**Supply network**

Drawn at 4 px/um. Pins as bars on the die edge. Tap cells in grey.
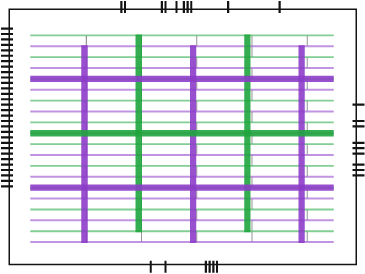
**Metal 3**

Drawn at 3 px/um. Cells faint in the background.
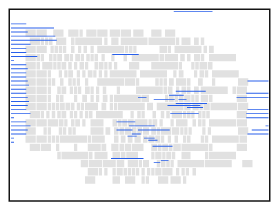
**Signal wires on met2**

Drawn at 3 px/um.
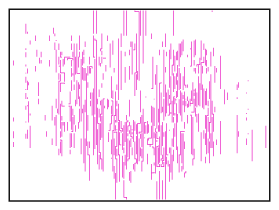
## src/rtl/radio_sched_pkg.sv

```systemverilog
// Radio transmit scheduler: state encoding, default parameters
// and a width helper shared by the scheduler and its arbiter.
package radio_sched_pkg;

    localparam int DEF_NUM_REQ       = 4;
    localparam int DEF_DATA_W        = 8;
    localparam int DEF_WARMUP_CYCLES = 4;
    localparam int DEF_START_TIMEOUT = 8;
    localparam int DEF_IDLE_TIMEOUT  = 16;

    typedef enum logic [2:0] {
        OFF,
        WARM,
        READY,
        SEND,
        WAIT_HI,
        WAIT_LO
    } sched_state_t;

    function automatic int idx_w(input int n);
        return (n > 1) ? $clog2(n) : 1;
    endfunction

endpackage

```

## src/rtl/rr_arbiter.sv

```systemverilog
// Round-robin requester selection: search starts at pointer p
// and wraps; returns a one-hot grant and its index.
module rr_arbiter
    import radio_sched_pkg::*;
#(
    parameter int NUM_REQ = DEF_NUM_REQ,
    parameter int IDX_W   = idx_w(DEF_NUM_REQ)
) (
    input  logic [NUM_REQ-1:0] req,
    input  logic [IDX_W-1:0]   p,
    output logic [NUM_REQ-1:0] grant,
    output logic [IDX_W-1:0]   index
);

    logic found;
    int   j;

    always_comb begin
        grant = '0;
        index = '0;
        found = 1'b0;
        j     = 0;
        for (int k = 0; k < NUM_REQ; k++) begin
            j = int'(p) + k;
            if (j >= NUM_REQ) begin
                j = j - NUM_REQ;
            end
            if (!found && req[j]) begin
                found    = 1'b1;
                grant[j] = 1'b1;
                index    = IDX_W'(j);
            end
        end
    end

endmodule

```

## src/rtl/radio_tx_scheduler.sv

```systemverilog
// Shares one radio transmitter among NUM_REQ requesters, round-robin.
// Define RADIO_IDLE_PWRDN_EN to power the radio down when idle.
module radio_tx_scheduler
    import radio_sched_pkg::*;
#(
    parameter int NUM_REQ       = DEF_NUM_REQ,
    parameter int DATA_W        = DEF_DATA_W,
    parameter int WARMUP_CYCLES = DEF_WARMUP_CYCLES,
    parameter int START_TIMEOUT = DEF_START_TIMEOUT,
    parameter int IDLE_TIMEOUT  = DEF_IDLE_TIMEOUT
) (
    input  logic                      clk,
    input  logic                      rst_n,
    input  logic [NUM_REQ-1:0]        req,
    input  logic [NUM_REQ*DATA_W-1:0] req_data,
    output logic [NUM_REQ-1:0]        ack,
    output logic                      err_timeout,
    output logic                      radio_enable,
    output logic                      radio_send,
    output logic [DATA_W-1:0]         radio_tx_data,
    input  logic                      radio_busy,
    output logic                      sched_busy
);

    localparam int IDX_W = idx_w(NUM_REQ);
    localparam int MAX_A = (WARMUP_CYCLES > START_TIMEOUT) ?
                           WARMUP_CYCLES : START_TIMEOUT;
    // Sized for the idle timeout too, so one counter serves every state.
    localparam int CNT_MAX = (MAX_A > IDLE_TIMEOUT) ? MAX_A : IDLE_TIMEOUT;
    localparam int CNT_W = $clog2(CNT_MAX + 1);

    sched_state_t       state;
    sched_state_t       nxt;
    logic [CNT_W-1:0]   cnt;
    logic [IDX_W-1:0]   p;
    logic [IDX_W-1:0]   next_p;
    logic [NUM_REQ-1:0] grant;
    logic [IDX_W-1:0]   grant_idx;
    logic [NUM_REQ-1:0] owner;
    logic               any_req;
    logic               take;
    logic               warm_done;
    logic               start_to;
`ifdef RADIO_IDLE_PWRDN_EN
    logic               boot;
    logic               idle_done;
`endif

    rr_arbiter #(
        .NUM_REQ (NUM_REQ),
        .IDX_W   (IDX_W)
    ) u_arb (
        .req   (req),
        .p     (p),
        .grant (grant),
        .index (grant_idx)
    );

    assign any_req   = |req;
    assign take      = (state == READY) && any_req;
    assign warm_done = (cnt == CNT_W'(WARMUP_CYCLES - 1));
    assign start_to  = (cnt == CNT_W'(START_TIMEOUT - 1));
    assign next_p    = (int'(grant_idx) == NUM_REQ - 1) ?
                       '0 : grant_idx + IDX_W'(1);
`ifdef RADIO_IDLE_PWRDN_EN
    assign idle_done = (cnt == CNT_W'(IDLE_TIMEOUT - 1));
`endif

    always_ff @(posedge clk or negedge rst_n) begin
        if (!rst_n) begin
            state <= OFF;
        end else begin
            state <= nxt;
        end
    end

    always_comb begin
        nxt = state;
        unique case (state)
            OFF: begin
`ifdef RADIO_IDLE_PWRDN_EN
                if (boot || any_req) begin
                    nxt = WARM;
                end
`else
                nxt = WARM;
`endif
            end
            WARM: begin
                if (warm_done) begin
                    nxt = READY;
                end
            end
            READY: begin
                if (any_req) begin
                    nxt = SEND;
                end
`ifdef RADIO_IDLE_PWRDN_EN
                else if (idle_done) begin
                    nxt = OFF;
                end
`endif
            end
            SEND: nxt = WAIT_HI;
            WAIT_HI: begin
                if (radio_busy) begin
                    nxt = WAIT_LO;
                end else if (start_to) begin
                    nxt = READY;
                end
            end
            WAIT_LO: begin
                if (!radio_busy) begin
                    nxt = READY;
                end
            end
            default: nxt = OFF;
        endcase
    end

    always_comb begin
        radio_enable = (state != OFF);
        radio_send   = (state == SEND);
        sched_busy   = (state == SEND) || (state == WAIT_HI) ||
                       (state == WAIT_LO);
    end

    always_ff @(posedge clk or negedge rst_n) begin
        if (!rst_n) begin
            cnt           <= '0;
            p             <= '0;
            owner         <= '0;
            ack           <= '0;
            err_timeout   <= 1'b0;
            radio_tx_data <= '0;
        end else begin
            ack         <= '0;
            err_timeout <= 1'b0;
            // SEND starts the busy-rise window, so the timeout is
            // measured from the send strobe itself.
            unique case (state)
                WARM:    cnt <= (nxt == WARM) ? cnt + CNT_W'(1) : '0;
                SEND:    cnt <= cnt + CNT_W'(1);
                WAIT_HI: cnt <= cnt + CNT_W'(1);
`ifdef RADIO_IDLE_PWRDN_EN
                READY:   cnt <= (nxt == READY) ? cnt + CNT_W'(1) : '0;
`endif
                default: cnt <= '0;
            endcase
            if (take) begin
                owner         <= grant;
                p             <= next_p;
                radio_tx_data <= req_data[grant_idx*DATA_W +: DATA_W];
            end
            if (state == WAIT_HI && !radio_busy && start_to) begin
                ack         <= owner;
                err_timeout <= 1'b1;
            end
            if (state == WAIT_LO && !radio_busy) begin
                ack <= owner;
            end
        end
    end

`ifdef RADIO_IDLE_PWRDN_EN
    always_ff @(posedge clk or negedge rst_n) begin
        if (!rst_n) begin
            boot <= 1'b1;
        end else if (state == WARM) begin
            boot <= 1'b0;
        end
    end
`endif

endmodule

```

## config.mk

```make
export PLATFORM = sky130hd
export DESIGN_NAME = radio_tx_scheduler
export DESIGN_NICKNAME = d
export VERILOG_FILES = /design/src/rtl/radio_sched_pkg.sv /design/src/rtl/rr_arbiter.sv /design/src/rtl/radio_tx_scheduler.sv
export SDC_FILE = /design/constraint.sdc
export NUM_CORES = 1
export LEC_CHECK = 0
export ABC_AREA = 1
export CAP_MARGIN = 40
export CORE_ASPECT_RATIO = 0.7
export CORE_MARGIN = 5
export CORE_UTILIZATION = 51
export CTS_BUF_LIST = sky130_fd_sc_hd__clkbuf_4
export DETAILED_ROUTE_END_ITERATION = 8
export GPL_TIMING_DRIVEN = 1
export PLACE_DENSITY = 0.94
export SETUP_SLACK_MARGIN = 0.2
export SLEW_MARGIN = 20
export SYNTH_ARGS = -nofsm -noshare
export SYNTH_HDL_FRONTEND = slang
export SYNTH_HIERARCHICAL = 1
export SYNTH_SLANG_ARGS = --single-unit
```

## constraint.sdc

```tcl
create_clock -name clk -period 3.5 [get_ports clk]
set_input_delay 0.525 -clock clk [delete_from_list [all_inputs] [get_ports clk]]
set_output_delay 0.525 -clock clk [all_outputs]
set_load 0.005 [all_outputs]
```

==> reports/results.ini <==
[run_status]
run_status=finished, final reports clean

[setup_path]
end_kind=flop
r2r_setup_slk_ns=0.62
crit_buf_inv=4
reg2reg_depth=15
worst-path-max-fanout=19
path_cells=inv_2 -> ha_1 -> inv_1 -> nand2_1 -> nand2_2 -> nor2_4 -> nand3_1 -> nand3_1 -> buf_4 -> inv_1 -> nand2_1 -> nand3_1 -> nand2_1 -> nand2_1 -> nand2_1

[worst_hold_path]
hold_path_end=radio_tx_data[3]
worst_hold_path_type=flop to flop
hold-path-cell-count=2

[global_routing]
grt_antenna_before_repair=0
pin_count_of_the_biggest_net_entering_global_routing=28
globalRouteTotalUtil_pct=17.7

[timing]
layout_worst_path_cycle_share_pct=82.4
max-slew-margin-rel_pct=60.7
finalHoldViolations=0
max_freq_mhz=347
timing.clock.skew_ns=0.00294

[cells_and_area]
nFlopsAndLatches=27
seq_area_um2=676
final_net_count=424
layout_top_registers=radio_tx_data (8), cnt (5)

[job]
cap_viol_max_count=0

[logic_synthesis]
synth-seq-cells=27
synth.cellmix.simpleShare_pct=42.8
synthesis.instances=322
seq_area_frac_synth_pct=32.5
postSynth.topFlopCell=sky130_fd_sc_hd__dfrtp_1

[power_and_ir_drop]
switchingPower_uw=1170
leak_pwr_uw=0.00148
pwr-share-clk_pct=6.6
intPower_uw=1070

[route]
final_antenna_net_count=0
route.final.wire_length_um=4850
detail_route.iter0.violations=128

[clock_network]
cts_tree=yes
cts_root_buf=sky130_fd_sc_hd__clkbuf_4
clkSlewWorstSetupHoldPaths_ns=0.14

[floorplan]
floorplan.initialDensity_pct=53.1
ios=55

[placed_design]
detailed_place_hpwl_um=3820
place_worst_setup_slack_ns=0.665

About 'supply network':
Key: VDD = green; VSS = purple
52 tap cells. 55 signal pins sit on the boundary. 5 straps on met4. 3 straps on met5. The core has 19 rows.

About 'metal 3':
The longest straight run is 14.9 um. The layer carries 372 um of wire. The layer holds 7.7% of the routed length.

About 'signal wires on met2':
The wires run mostly vertical. The longest straight run is 34.9 um.

[stage by stage]
stage	cell area (um2)	util, %	std cells	hold WS, ns
floorplan	2080	-	322	0.229
global placement	2650	67.7	422	0.459
detailed placement	2650	67.7	422	0.466
CTS	2680	68.4	426	0.498
global route	2680	68.4	426	0.515
finish	2680	68.4	426	0.491
[layer usage]
metal / up-vias / part of all wire, %
met5: - / 0
met4: 0 / 1.1
met3: 5 / 7.6
met2: 84 / 46
met1: 923 / 45
li1: 1100 / -
[synthesized netlist by cell type (2+ instances only)]
cell,number,area (um2)
sky130_fd_sc_hd__buf_4,2,15.0
sky130_fd_sc_hd__buf_2,3,15.0
sky130_fd_sc_hd__nor2_2,2,12.5
sky130_fd_sc_hd__nor2_1,9,33.8
sky130_fd_sc_hd__dfrtp_1,27,676
sky130_fd_sc_hd__a21boi_0,4,30.0
sky130_fd_sc_hd__nand2_2,6,37.5
sky130_fd_sc_hd__clkbuf_1,2,7.51
sky130_fd_sc_hd__nor2_4,2,22.5
sky130_fd_sc_hd__nand2_1,126,473
sky130_fd_sc_hd__nand3_2,3,30.0
sky130_fd_sc_hd__a21oi_1,12,60.1
sky130_fd_sc_hd__nand3_1,37,185
sky130_fd_sc_hd__ha_1,10,125
sky130_fd_sc_hd__inv_1,52,195
sky130_fd_sc_hd__inv_2,5,18.8
sky130_fd_sc_hd__nand4_1,10,62.6
[worst register-to-register path: stages, from the launching register on]
cell,delay [ns]
sky130_fd_sc_hd__dfrtp_1,0.61
sky130_fd_sc_hd__inv_2,0.20
sky130_fd_sc_hd__ha_1,0.42
sky130_fd_sc_hd__inv_1,0.11
sky130_fd_sc_hd__nand2_1,0.10
sky130_fd_sc_hd__nand2_2,0.07
sky130_fd_sc_hd__nor2_4,0.21
sky130_fd_sc_hd__nand3_1,0.12
sky130_fd_sc_hd__nand3_1,0.12
sky130_fd_sc_hd__buf_4,0.23
sky130_fd_sc_hd__inv_1,0.24
sky130_fd_sc_hd__nand2_1,0.12
sky130_fd_sc_hd__nand3_1,0.09
sky130_fd_sc_hd__nand2_1,0.08
sky130_fd_sc_hd__nand2_1,0.05
sky130_fd_sc_hd__nand2_1,0.07
[power groups by stage]
stage | Combinational, uW | Clock, uW | Sequential (uW)
after floorplan | 1150 | 0 | 519
after global placement | 1470 | 0 | 542
after detailed placement | 1520 | 0 | 550
after CTS | 1530 | 152 | 543
after global routing | 1730 | 159 | 563
final | 1550 | 148 | 544
[how the worst max path moves through the flow]
| stage | start | end | slack, ns |
|---|---|---|---|
| 6_report | p[0] | radio_tx_data[0] | 0.62 |
| 2_1_floorplan | p[0] | radio_tx_data[7] | 1.05 |
| 4_1_cts | p[0] | radio_tx_data[4] | 0.63 |
| 3_5_place_dp | p[0] | radio_tx_data[6] | 0.67 |
| 3_3_place_gp | p[0] | radio_tx_data[0] | 0.78 |
| 5_1_grt | p[0] | radio_tx_data[1] | 0.35 |
[cell families (layout without fill, tap and decap cells)]
group                    after synthesis  after routing
AND-OR/OR-AND                         20             20
XOR/XNOR                               1              1
adder cells (fa/ha/maj)               10             10
buffers and inverters                 65            117
flip-flops                            27             27
AND/OR/NAND/NOR                      199            199
Power figures rest on the tool's default switching activity, not on a simulated workload.
